--- config.mk ---
export PLATFORM = sky130hd
export DESIGN_NAME = time_set_ctrl_flat
export DESIGN_NICKNAME = d
export VERILOG_FILES = /design/src/rtl/clock_pkg.sv /design/src/rtl/time_set_ctrl_if.sv /design/src/rtl/btn_debounce.sv /design/src/rtl/time_set_ctrl.sv /design/src/flat_wrapper.sv
export SDC_FILE = /design/constraint.sdc
export NUM_CORES = 1
export LEC_CHECK = 0
export ABC_AREA = 1
export CORE_ASPECT_RATIO = 1.1
export CORE_MARGIN = 3
export CORE_UTILIZATION = 60
export DETAILED_ROUTE_END_ITERATION = 8
export DONT_BUFFER_PORTS = 1
export GPL_TIMING_DRIVEN = 0
export PLACE_DENSITY = 0.76
export SLEW_MARGIN = 10
export SYNTH_ARGS = -nofsm -noshare
export SYNTH_HDL_FRONTEND = slang
export SYNTH_SLANG_ARGS = --single-unit
--- constraint.sdc ---
create_clock -name clk -period 2.5 [get_ports clk]
set_input_delay 0.375 -clock clk [delete_from_list [all_inputs] [get_ports clk]]
set_output_delay 0.375 -clock clk [all_outputs]
set_load 0.03 [all_outputs]
--- src/rtl/clock_pkg.sv ---
// clock_pkg: FSM encoding, BCD field limits and the inc/dec step rule shared by the time-setting front end.
package clock_pkg;

    typedef enum logic [1:0] {
        IDLE = 2'd0,
        HOUR = 2'd1,
        MIN  = 2'd2
    } state_e;

    localparam logic [3:0] HOUR_MAX_T = 4'd2;
    localparam logic [3:0] HOUR_MAX_O = 4'd3;
    localparam logic [3:0] MIN_MAX_T  = 4'd5;
    localparam logic [3:0] MIN_MAX_O  = 4'd9;

    // A value outside 00..max (captured from a counter in a bad state) snaps to 00 on inc, max on dec.
    function automatic logic [7:0] bcd_step(
        input logic [3:0] t,
        input logic [3:0] o,
        input logic       up,
        input logic [3:0] mt,
        input logic [3:0] mo
    );
        logic bad;
        bad = (t > mt) || (t == mt && o > mo) || (o > 4'd9);
        if (up)
            return (bad || (t == mt && o == mo)) ? 8'h00 :
                   (o == 4'd9) ? {t + 4'd1, 4'd0} : {t, o + 4'd1};
        return (bad || (t == 4'd0 && o == 4'd0)) ? {mt, mo} :
               (o == 4'd0) ? {t - 4'd1, 4'd9} : {t, o - 4'd1};
    endfunction

endpackage

--- src/rtl/time_set_ctrl_if.sv ---
// time_set_ctrl_if: set/readback bundle between the time-set front end and the hour/minute counters.
interface time_set_ctrl_if;

    logic       set_hour;
    logic       set_min;
    logic [3:0] set_num1;
    logic [3:0] set_num2;
    logic [3:0] cur_hour1;
    logic [3:0] cur_hour2;
    logic [3:0] cur_min1;
    logic [3:0] cur_min2;

    modport master (
        output set_hour, set_min, set_num1, set_num2,
        input  cur_hour1, cur_hour2, cur_min1, cur_min2
    );

    modport slave (
        input  set_hour, set_min, set_num1, set_num2,
        output cur_hour1, cur_hour2, cur_min1, cur_min2
    );

endinterface

--- src/rtl/btn_debounce.sv ---
// btn_debounce: 2-FF synchronizer, consecutive-cycle debouncer and one-cycle press pulse on the debounced rise.
module btn_debounce #(
    parameter int DEB_COUNT = 1_000_000
) (
    input  logic clk,
    input  logic rst_n,
    input  logic btn_i,
    output logic pulse_o
);

    localparam int           W    = $clog2(DEB_COUNT + 1);
    localparam logic [W-1:0] LAST = W'(DEB_COUNT - 1);

    logic [1:0]   sync_q;
    logic [W-1:0] cnt_q, cnt_d;
    logic         lvl_q, lvl_d;
    logic         prev_q, pulse_q;
    logic         diff;

    always_comb begin
        diff  = sync_q[1] != lvl_q;
        cnt_d = (diff && cnt_q != LAST) ? cnt_q + 1'b1 : '0;
        lvl_d = (diff && cnt_q == LAST) ? sync_q[1] : lvl_q;
    end

    always_ff @(posedge clk or negedge rst_n) begin
        if (!rst_n) begin
            sync_q  <= '0;
            cnt_q   <= '0;
            lvl_q   <= 1'b0;
            prev_q  <= 1'b0;
            pulse_q <= 1'b0;
        end else begin
            sync_q  <= {sync_q[0], btn_i};
            cnt_q   <= cnt_d;
            lvl_q   <= lvl_d;
            prev_q  <= lvl_q;
            pulse_q <= lvl_q & ~prev_q;
        end
    end

    assign pulse_o = pulse_q;

endmodule

--- src/rtl/time_set_ctrl.sv ---
// time_set_ctrl: button-driven IDLE->HOUR->MIN mode FSM editing a BCD value for the counters' set interface.
module time_set_ctrl
    import clock_pkg::*;
#(
    parameter int DEB_COUNT = 1_000_000,
    parameter int BLINK_DIV = 25_000_000
) (
    input  logic            clk,
    input  logic            rst_n,
    input  logic            btn_mode,
    input  logic            btn_inc,
    input  logic            btn_dec,
    time_set_ctrl_if.master bus,
    output logic            blink
);

    localparam int            BW         = $clog2(BLINK_DIV + 1);
    localparam logic [BW-1:0] BLINK_LAST = BW'(BLINK_DIV - 1);

    logic          mode_p, inc_p, dec_p;
    state_e        state_q, state_d;
    logic [3:0]    num1_q, num2_q, num1_d, num2_d;
    logic          set_hour_q, set_min_q;
    logic          blink_q, blink_d;
    logic [BW-1:0] bcnt_q, bcnt_d;
    logic [7:0]    step;

    btn_debounce #(.DEB_COUNT(DEB_COUNT)) u_mode (.clk(clk), .rst_n(rst_n), .btn_i(btn_mode), .pulse_o(mode_p));
    btn_debounce #(.DEB_COUNT(DEB_COUNT)) u_inc  (.clk(clk), .rst_n(rst_n), .btn_i(btn_inc),  .pulse_o(inc_p));
    btn_debounce #(.DEB_COUNT(DEB_COUNT)) u_dec  (.clk(clk), .rst_n(rst_n), .btn_i(btn_dec),  .pulse_o(dec_p));

    // Mode outranks inc/dec; opposing inc and dec in one cycle cancel.
    always_comb begin
        step = (state_q == HOUR) ? bcd_step(num1_q, num2_q, inc_p, HOUR_MAX_T, HOUR_MAX_O)
                                 : bcd_step(num1_q, num2_q, inc_p, MIN_MAX_T, MIN_MAX_O);
        state_d          = state_q;
        {num1_d, num2_d} = {num1_q, num2_q};
        if (mode_p) begin
            case (state_q)
                IDLE: begin
                    state_d          = HOUR;
                    {num1_d, num2_d} = {bus.cur_hour1, bus.cur_hour2};
                end
                HOUR: begin
                    state_d          = MIN;
                    {num1_d, num2_d} = {bus.cur_min1, bus.cur_min2};
                end
                default: state_d = IDLE;
            endcase
        end else if (state_q != IDLE && (inc_p ^ dec_p)) begin
            {num1_d, num2_d} = step;
        end
        bcnt_d  = (state_d != state_q || state_q == IDLE || bcnt_q == BLINK_LAST) ? '0 : bcnt_q + 1'b1;
        blink_d = (state_d != state_q) ? (state_d != IDLE) :
                  (state_q != IDLE && bcnt_q == BLINK_LAST) ? ~blink_q : blink_q;
    end

    always_ff @(posedge clk or negedge rst_n) begin
        if (!rst_n) begin
            state_q    <= IDLE;
            set_hour_q <= 1'b0;
            set_min_q  <= 1'b0;
            num1_q     <= '0;
            num2_q     <= '0;
            blink_q    <= 1'b0;
            bcnt_q     <= '0;
        end else begin
            state_q    <= state_d;
            set_hour_q <= state_d == HOUR;
            set_min_q  <= state_d == MIN;
            num1_q     <= num1_d;
            num2_q     <= num2_d;
            blink_q    <= blink_d;
            bcnt_q     <= bcnt_d;
        end
    end

    assign bus.set_hour = set_hour_q;
    assign bus.set_min  = set_min_q;
    assign bus.set_num1 = num1_q;
    assign bus.set_num2 = num2_q;
    assign blink        = blink_q;

endmodule

--- src/flat_wrapper.sv ---
// flat-port wrapper written by rule: the top's interface ports become plain ports
module time_set_ctrl_flat import clock_pkg::*;
#(
    parameter int DEB_COUNT = 1_000_000,
    parameter int BLINK_DIV = 25_000_000
)
  (clk, rst_n, btn_mode, btn_inc, btn_dec, blink, bus_set_hour, bus_set_min, bus_set_num1, bus_set_num2, bus_cur_hour1, bus_cur_hour2, bus_cur_min1, bus_cur_min2);
  time_set_ctrl_if bus_i ();
  input  logic clk;
  input  logic rst_n;
  input  logic btn_mode;
  input  logic btn_inc;
  input  logic btn_dec;
  output logic blink;
  output wire logic [$bits(bus_i.set_hour)-1:0] bus_set_hour;
  output wire logic [$bits(bus_i.set_min)-1:0] bus_set_min;
  output wire logic [$bits(bus_i.set_num1)-1:0] bus_set_num1;
  output wire logic [$bits(bus_i.set_num2)-1:0] bus_set_num2;
  input wire logic [$bits(bus_i.cur_hour1)-1:0] bus_cur_hour1;
  input wire logic [$bits(bus_i.cur_hour2)-1:0] bus_cur_hour2;
  input wire logic [$bits(bus_i.cur_min1)-1:0] bus_cur_min1;
  input wire logic [$bits(bus_i.cur_min2)-1:0] bus_cur_min2;
  assign bus_set_hour = bus_i.set_hour;
  assign bus_set_min = bus_i.set_min;
  assign bus_set_num1 = bus_i.set_num1;
  assign bus_set_num2 = bus_i.set_num2;
  assign bus_i.cur_hour1 = bus_cur_hour1;
  assign bus_i.cur_hour2 = bus_cur_hour2;
  assign bus_i.cur_min1 = bus_cur_min1;
  assign bus_i.cur_min2 = bus_cur_min2;
  time_set_ctrl #(.DEB_COUNT(DEB_COUNT), .BLINK_DIV(BLINK_DIV)) u_core (.clk(clk), .rst_n(rst_n), .btn_mode(btn_mode), .btn_inc(btn_inc), .btn_dec(btn_dec), .bus(bus_i), .blink(blink));
endmodule
route_heat.png
22 x 24 tiles, from white (low) to dark blue (high), scaled to the fullest tile. Values are wire area over tile area, all layers added.
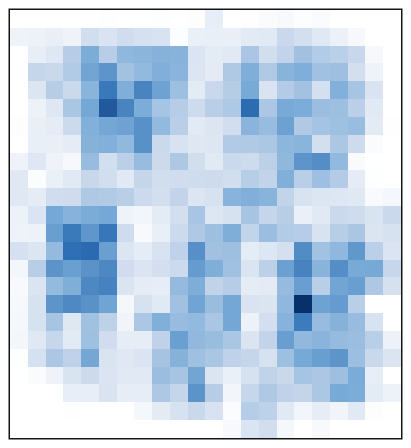
mean over tiles = 0.19
emptiest ninth of the die = south-west
nearly empty tiles = 14%
fullest tile = 0.73
tiles over half the peak = 12%

==> summary.txt <==
Item: results of the latest flow run.

- For met2 alone, demand over resource in global routing was 42.4%.
- The final cycle utilization of the critical path is 88.5%.
- The layer with the highest usage is met2.
- The number of violations reported at the end of detailed-routing iteration 0 is 422.
- The data required time of the worst path is 2.85 ns.
- The largest individual stage delay along the critical path comes from the cell sky130_fd_sc_hd__dfrtp_1.
- Summed over all sequential cells, the power is 0.00186 W.
- The routed design uses 7430 um of met2 wire.
- Per the final layout report, the fraction of cells sized above drive strength 1 comes to 12.6%.
- The net switching share of the total power is 20.5%.
- Leaving out buffers and inverters, the combinational logic in the layout accounts for 3470 um2.
- The number of inserted filler cells in the final layout is 869.
- The placed instance area is 6990 um2.
- The maximum frequency from static timing analysis is 0.452 GHz.
- Across all hold checks on the routed design, the worst slack comes to -0.348 ns.
- The overall via count from detail_route is 5739.
- Dividing the synthesized area by the synthesized cell count gives 8.02 um2.
- The final layout reports a setup TNS of 0 ns.
- The initial utilization of the core area, before any placement, comes to 61.8%.
- After synthesis, the cell types taking the most area are sky130_fd_sc_hd__dfrtp_1 (42%), sky130_fd_sc_hd__nand2_1 (8.5%), sky130_fd_sc_hd__nor2_1 (7.8%), sky130_fd_sc_hd__inv_1 (5.7%), sky130_fd_sc_hd__xor2_1 (3.6%).
- The family of cells with the greatest summed delay on the critical path is simple AND/OR/NAND/NOR gates.
- Using the TritonRoute via totals, the vias-per-cell ratio works out to 5.57.
- The share of cell area taken by flip-flops and latches is 37.3%.
- Before any placement, the netlist area is recorded as 6800 um2.
- The port buffer count is 0.
- The design draws 0.00425 W.
- The script reports the combined buffer and inverter count of the critical path as 1.
- The finished cells cover 7590 um2.
- The stage logs contain a warning count of 37.
- The first TritonRoute pass finished after 7 iterations.
- The area of the synthesized netlist per yosys stat is 6800 um2.
- The quantity of hold-fixing buffers added after cts is 3.
- The report lists the number of standard-cell rows as 40.
- The number of antenna violations at the first check in global routing is 0.
- The number of cells produced by synthesis is 848.
- The cell that appears most often on the critical path is sky130_fd_sc_hd__nand2_1.
- Once synthesis finished, the tally of register bits stood at 113.
- The run finished, with violations left.
- The capture point of the worst reg-to-reg path is u_core.bus.set_num2[0].
- The termination of the worst setup path is u_core.bus.set_num2[0].
- Warnings reported by Yosys during synthesis add up to 0.
- Global routing finished with a remaining overflow of 0.
- Looking at the power breakdown, combinational cells take 1.4% of the total.
- The leakage power in the latest report is 3.45 nW.
- The total routed wire length on the met1 layer is 6180 um.
- The routability congestion estimate from global placement is 0.885.
- The synthesized netlist was found by Yosys to have 848 cells.
- The well tap count is 147.
- All stages included, the depth of the critical timing path comes to 13.
- The level count of the clock H-tree is 4.
- Global routing used 30.7% of the available met1 tracks.
- The most frequent cell after synthesis is sky130_fd_sc_hd__nand2_1.
- The worst setup path is launched from a register.
- The core box area is 11000 um2.
- In the detailed route, the total length drawn on met3 is 715 um.
- The storage element area is 2830 um2.
- The routed design shows a wire length per standard cell of 14.2 um.
- The layout has 17 buffers outside the clock class.
- In this run the critical register-to-register path is launched from u_core.bus.set_num1[0].
- The number of buffers inserted during clock tree synthesis is 17.
- The areal power density over the cells is 560 nW/um2.
- Once detailed placement completed, the half-perimeter wirelength came to 10300 um.
- The smallest clock period supported by the final layout is computed as 2.21 ns.
- The register with the most flip-flops in the layout has 25 of them.
- The post-CTS setup buffer count is 0.
- Once layout is complete, the cells apart from fillers number 1030.
- The wire length recorded after detailed routing is 14700 um.
- The final timing report lists a hold violation count of 113.
- The synthesis run shows the most used standard cells to be sky130_fd_sc_hd__nand2_1 (154), sky130_fd_sc_hd__nor2_1 (141), sky130_fd_sc_hd__dfrtp_1 (113).
- The checks that failed: negative hold slack.
- Post-CTS repair changed the size of 0 cells.
clock_nets.png
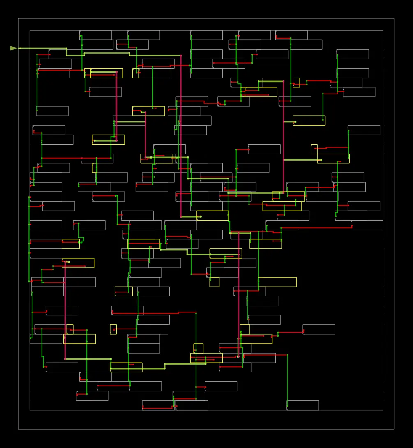
sequential cells: 113
skew final: 0.00810 ns
Skew-Pair Late Insertion Delay: 0.42 ns
clock group power: 0.00232 W

[cells by family (layout without fill, tap and decap cells)]
| kind of cell | count (synthesis) | count (layout) | share of synthesized area [%] |
|---|---|---|---|
| buffers and inverters | 123 | 158 | 7.47 |
| multiplexers | 2 | 2 | 0.331 |
| AND-OR/OR-AND | 57 | 57 | 4.53 |
| XOR/XNOR | 38 | 38 | 4.89 |
| AND/OR/NAND/NOR | 502 | 502 | 38.8 |
| flip-flops | 113 | 113 | 41.6 |
| adder cells (fa/ha/maj) | 13 | 13 | 2.39 |
Power figures rest on the tool's default switching activity, not on a simulated workload.
